<file path="config.mk">
export PLATFORM = sky130hd
export DESIGN_NAME = pipe_stage_chain
export DESIGN_NICKNAME = d
export VERILOG_FILES = /design/src/rtl/pipe_pkg.sv /design/src/rtl/pipe_stage.sv /design/src/rtl/pipe_stage_chain.sv
export SDC_FILE = /design/constraint.sdc
export NUM_CORES = 1
export LEC_CHECK = 0
export CAP_MARGIN = 20
export CORE_MARGIN = 1.5
export CORE_UTILIZATION = 45
export CTS_CLUSTER_DIAMETER = 80
export DETAILED_ROUTE_END_ITERATION = 12
export HOLD_SLACK_MARGIN = 0.03
export PLACE_DENSITY = 0.71
export SLEW_MARGIN = 20
export SYNTH_ARGS = -nofsm -noshare
export SYNTH_HDL_FRONTEND = slang
export SYNTH_SLANG_ARGS = --single-unit
</file>
<file path="constraint.sdc">
create_clock -name clk -period 1.7 [get_ports clk]
set_clock_uncertainty 0.15 [all_clocks]
set_input_delay 0.255 -clock clk [delete_from_list [all_inputs] [get_ports clk]]
set_output_delay 0.255 -clock clk [all_outputs]
set_load 0.005 [all_outputs]
</file>
<file path="src/rtl/pipe_pkg.sv">
// Shared constants, stage control payload and sizing helper for the pipe_stage_chain slice.
package pipe_pkg;

    localparam int unsigned WIDTH_MIN = 1;
    localparam int unsigned WIDTH_MAX = 128;
    localparam int unsigned DEPTH_MIN = 1;
    localparam int unsigned DEPTH_MAX = 16;

    // Per-stage control: load a new entry and/or give up the current one.
    typedef struct packed {
        logic load;
        logic unload;
    } stage_ctrl_t;

    // Bits needed to count 0..depth live entries.
    function automatic int unsigned count_width(input int unsigned depth);
        return $clog2(depth + 1);
    endfunction

endpackage

</file>
<file path="src/rtl/pipe_stage.sv">
// One pipeline slot: a valid bit plus payload, with load/unload and flush control.
module pipe_stage
    import pipe_pkg::*;
#(
    parameter int unsigned      WIDTH     = 32,
    parameter logic [WIDTH-1:0] RESET_VAL = '0
) (
    input  logic             clk,
    input  logic             reset,
    input  logic             flush,
    input  stage_ctrl_t      ctrl,
    input  logic [WIDTH-1:0] d_in,
    output logic             v,
    output logic [WIDTH-1:0] d
);

    // Payload is left untouched by flush and by a plain drain.
    always_ff @(posedge clk) begin
        if (!reset) begin
            v <= 1'b0;
            d <= RESET_VAL;
        end else if (flush) begin
            v <= 1'b0;
        end else if (ctrl.load) begin
            v <= 1'b1;
            d <= d_in;
        end else if (ctrl.unload) begin
            v <= 1'b0;
        end
    end

endmodule

</file>
<file path="src/rtl/pipe_stage_chain.sv">
// Elastic register chain with bubble collapsing, global stall/flush and live-entry count.
module pipe_stage_chain
    import pipe_pkg::*;
#(
    parameter int unsigned      WIDTH     = 32,
    parameter int unsigned      DEPTH     = 3,
    parameter logic [WIDTH-1:0] RESET_VAL = '0
) (
    input  logic                            clk,
    input  logic                            reset,
    input  logic                            stall,
    input  logic                            flush,
    input  logic                            in_valid,
    output logic                            in_ready,
    input  logic [WIDTH-1:0]                in_data,
    output logic                            out_valid,
    input  logic                            out_ready,
    output logic [WIDTH-1:0]                out_data,
    output logic [count_width(DEPTH)-1:0]   count
);

    localparam int unsigned CW = count_width(DEPTH);

    if (DEPTH < DEPTH_MIN || DEPTH > DEPTH_MAX) begin : g_bad_depth
        $error("pipe_stage_chain: DEPTH out of range 1..16");
    end
    if (WIDTH < WIDTH_MIN || WIDTH > WIDTH_MAX) begin : g_bad_width
        $error("pipe_stage_chain: WIDTH out of range 1..128");
    end

    logic [DEPTH-1:0] v;
    logic [WIDTH-1:0] d [DEPTH];
    logic [DEPTH-1:0] src_v;
    logic [DEPTH-1:0] free;
    logic [DEPTH-1:0] next_v;
    logic [DEPTH:0]   adv;
    logic [CW-1:0]    count_next;
    logic             go;

    // Valid bit feeding each stage: in_valid for stage 0, v[i-1] otherwise.
    assign src_v = DEPTH'({v, in_valid});

    // adv[i] loads stage i; adv[i+1] empties it. Resolved from the output end backwards.
    always_comb begin
        go         = !stall && !flush;
        adv        = '0;
        free       = '0;
        next_v     = '0;
        count_next = '0;
        adv[DEPTH] = v[DEPTH-1] && out_ready && go;
        for (int i = DEPTH - 1; i >= 0; i--) begin
            free[i]    = !v[i] || adv[i+1];
            adv[i]     = src_v[i] && free[i] && go;
            next_v[i]  = !flush && (adv[i] || (v[i] && !adv[i+1]));
            count_next = count_next + CW'(next_v[i]);
        end
    end

    for (genvar i = 0; i < DEPTH; i++) begin : g_stage
        stage_ctrl_t      ctrl;
        logic [WIDTH-1:0] d_in;

        assign ctrl.load   = adv[i];
        assign ctrl.unload = adv[i+1];

        if (i == 0) begin : g_first
            assign d_in = in_data;
        end else begin : g_next
            assign d_in = d[i-1];
        end

        pipe_stage #(
            .WIDTH     (WIDTH),
            .RESET_VAL (RESET_VAL)
        ) u_stage (
            .clk   (clk),
            .reset (reset),
            .flush (flush),
            .ctrl  (ctrl),
            .d_in  (d_in),
            .v     (v[i]),
            .d     (d[i])
        );
    end

    always_ff @(posedge clk) begin
        if (!reset) begin
            count <= '0;
        end else begin
            count <= count_next;
        end
    end

    assign in_ready  = free[0] && go;
    assign out_valid = v[DEPTH-1] && go;
    assign out_data  = d[DEPTH-1];

endmodule

</file>
**Sequential cells grouped by signal name**

Other cells in grey.
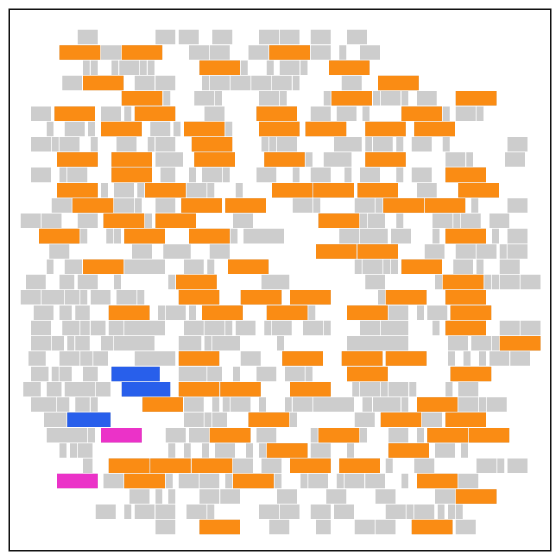
| netlist name | colour | placed flops |
|---|---|---|
| count | magenta | 2 |
| g_stage.u_stage.v | blue | 3 |
| g_stage.u_stage.d | orange | 96 |

**Signal wires by layer**

Only two layers are drawn.
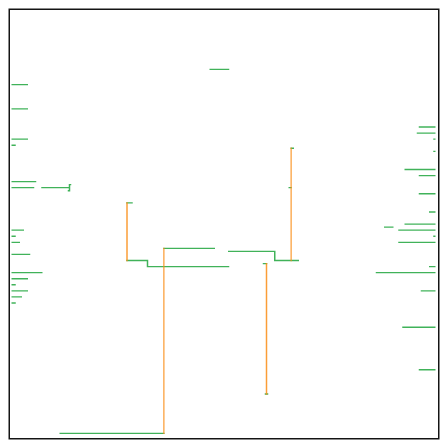
| layer | colour | wire length |
|---|---|---|
| metal 3 | green | 213 um |
| metal 4 | orange | 109 um |

==> summary.txt <==
yosys + openroad results -> RSZ-0062 raised after global routing no, Max Freq 0.6052 GHz, Slew HR 78.08%, share of layout cells above drive strength 1 under 10%, hold endpoint g_stage[0].u_stage.d[26], Top delay family on crit path buffers and inverters, Worst R2R Setup Slack 0.14 ns, # port buffers between 70 and 80, core area between 0.008 and 0.009 mm^2, Yosys Chip Area 0.003886 mm^2, Die Wd 95.93 um, post-route cell area around 0.0049 mm^2, status finished, final reports clean, final hold vios 0, CP startpoint kind flop, Worst-Margin Slew 0.3253 ns, hold buffers post-CTS 0, nets@finish 488, R2R depth 5, antenna-violating nets left 0
**Cell placement**

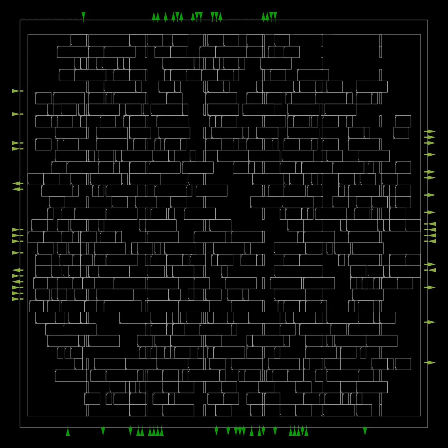
Finished Layout Cells: 559
final core utilization: 59.17%
standard-cell row count: 33
flip-flops: 101
flop share of the area: 41.35%

==> area by class of cell <==
type                            count  area [um^2]
Fill cell                         691         3388
Sequential cell                   101         2031
Tap cell                          105        131.4
Clock buffer                       10        137.6
Clock inverter                      6        70.07
Inverter                            3        11.26
Multi-Input combinational cell    248         1627
Timing Repair Buffer               86        903.4
==> cells by family (layout without fill, tap and decap cells) <==
logic type,Yosys count,after routing
buffers and inverters,28,105
adders and majority gates,1,1
DFF,101,101
muxes,96,96
and+or+nand+nor,144,144
AOI/OAI and AO/OA,7,7
==> cell usage after synthesis (all sizes together) <==
master	instances
buf	17
nor2b	1
nand4b	1
dfxtp	101
nand2b	2
nand2	128
nand3	1
and3b	1
or2	1
dlygate4sd1	1
nor2	4
and2b	1
o21ai	2
and2	2
nand3b	2
clkbuf	7
mux2i	96
o221ai	1
fa	1
inv	3
a21o	2
a211oi	2
==> timing repair <==
action                     in CTS  in global routing
pin swaps                       0                  2
setup endpoints to repair       2                  3
gates resized                   8                  6
setup buffers                   1                  2
==> where the power goes <==
part / internal (W) / switching [W]
clock: 0.000734 / 0.000818
combinational: 0.000142 / 0.000119
sequential: 0.00239 / 0.00000761
total: 0.00327 / 0.000945
==> metrics by stage <==
| step | utilization [%] | setup slack (ns) | hold slack, ns |
|---|---|---|---|
| 2_1_floorplan | - | 0.1696 | 0.1835 |
| 3_3_place_gp | 56.19 | -0.3273 | 0.2958 |
| 3_5_place_dp | 56.19 | -0.3494 | 0.3017 |
| 4_1_cts | 58.81 | 0.02072 | 0.1316 |
| 5_1_grt | 59.17 | 0.002149 | 0.1319 |
| 6_report | 59.17 | 0.04758 | 0.1466 |
==> metal layers <==
layer | vias to the layer above | wire length (um) | track usage (%)
li1 | 1382 | - | -
met1 | 1258 | 3258 | 19.21
met2 | 51 | 3399 | 26.53
met3 | 9 | 213 | 3.633
met4 | 0 | 108 | 6.740
met5 | - | 0 | 0
==> worst max path at each step <==
stage / endpoint / depth (start not counted) / startpoint / slack, ns
6_report: out_data[2] / 1 / g_stage[2].u_stage.d[2] / 0.05
2_1_floorplan: count[0] / 4 / g_stage[1].u_stage.v / 0.17
4_1_cts: in_ready / 3 / g_stage[0].u_stage.v / 0.02
3_5_place_dp: count[0] / 6 / out_ready / -0.35
3_3_place_gp: count[0] / 5 / in_valid / -0.33
5_1_grt: count[0] / 5 / g_stage[2].u_stage.v / 0.002
==> state kept, by name (all words and copies together), names as in the netlist <==
name / flops
g_stage.u_stage.v: 3
g_stage.u_stage.d: 96
count: 2
Power and IR drop assume default switching activity.
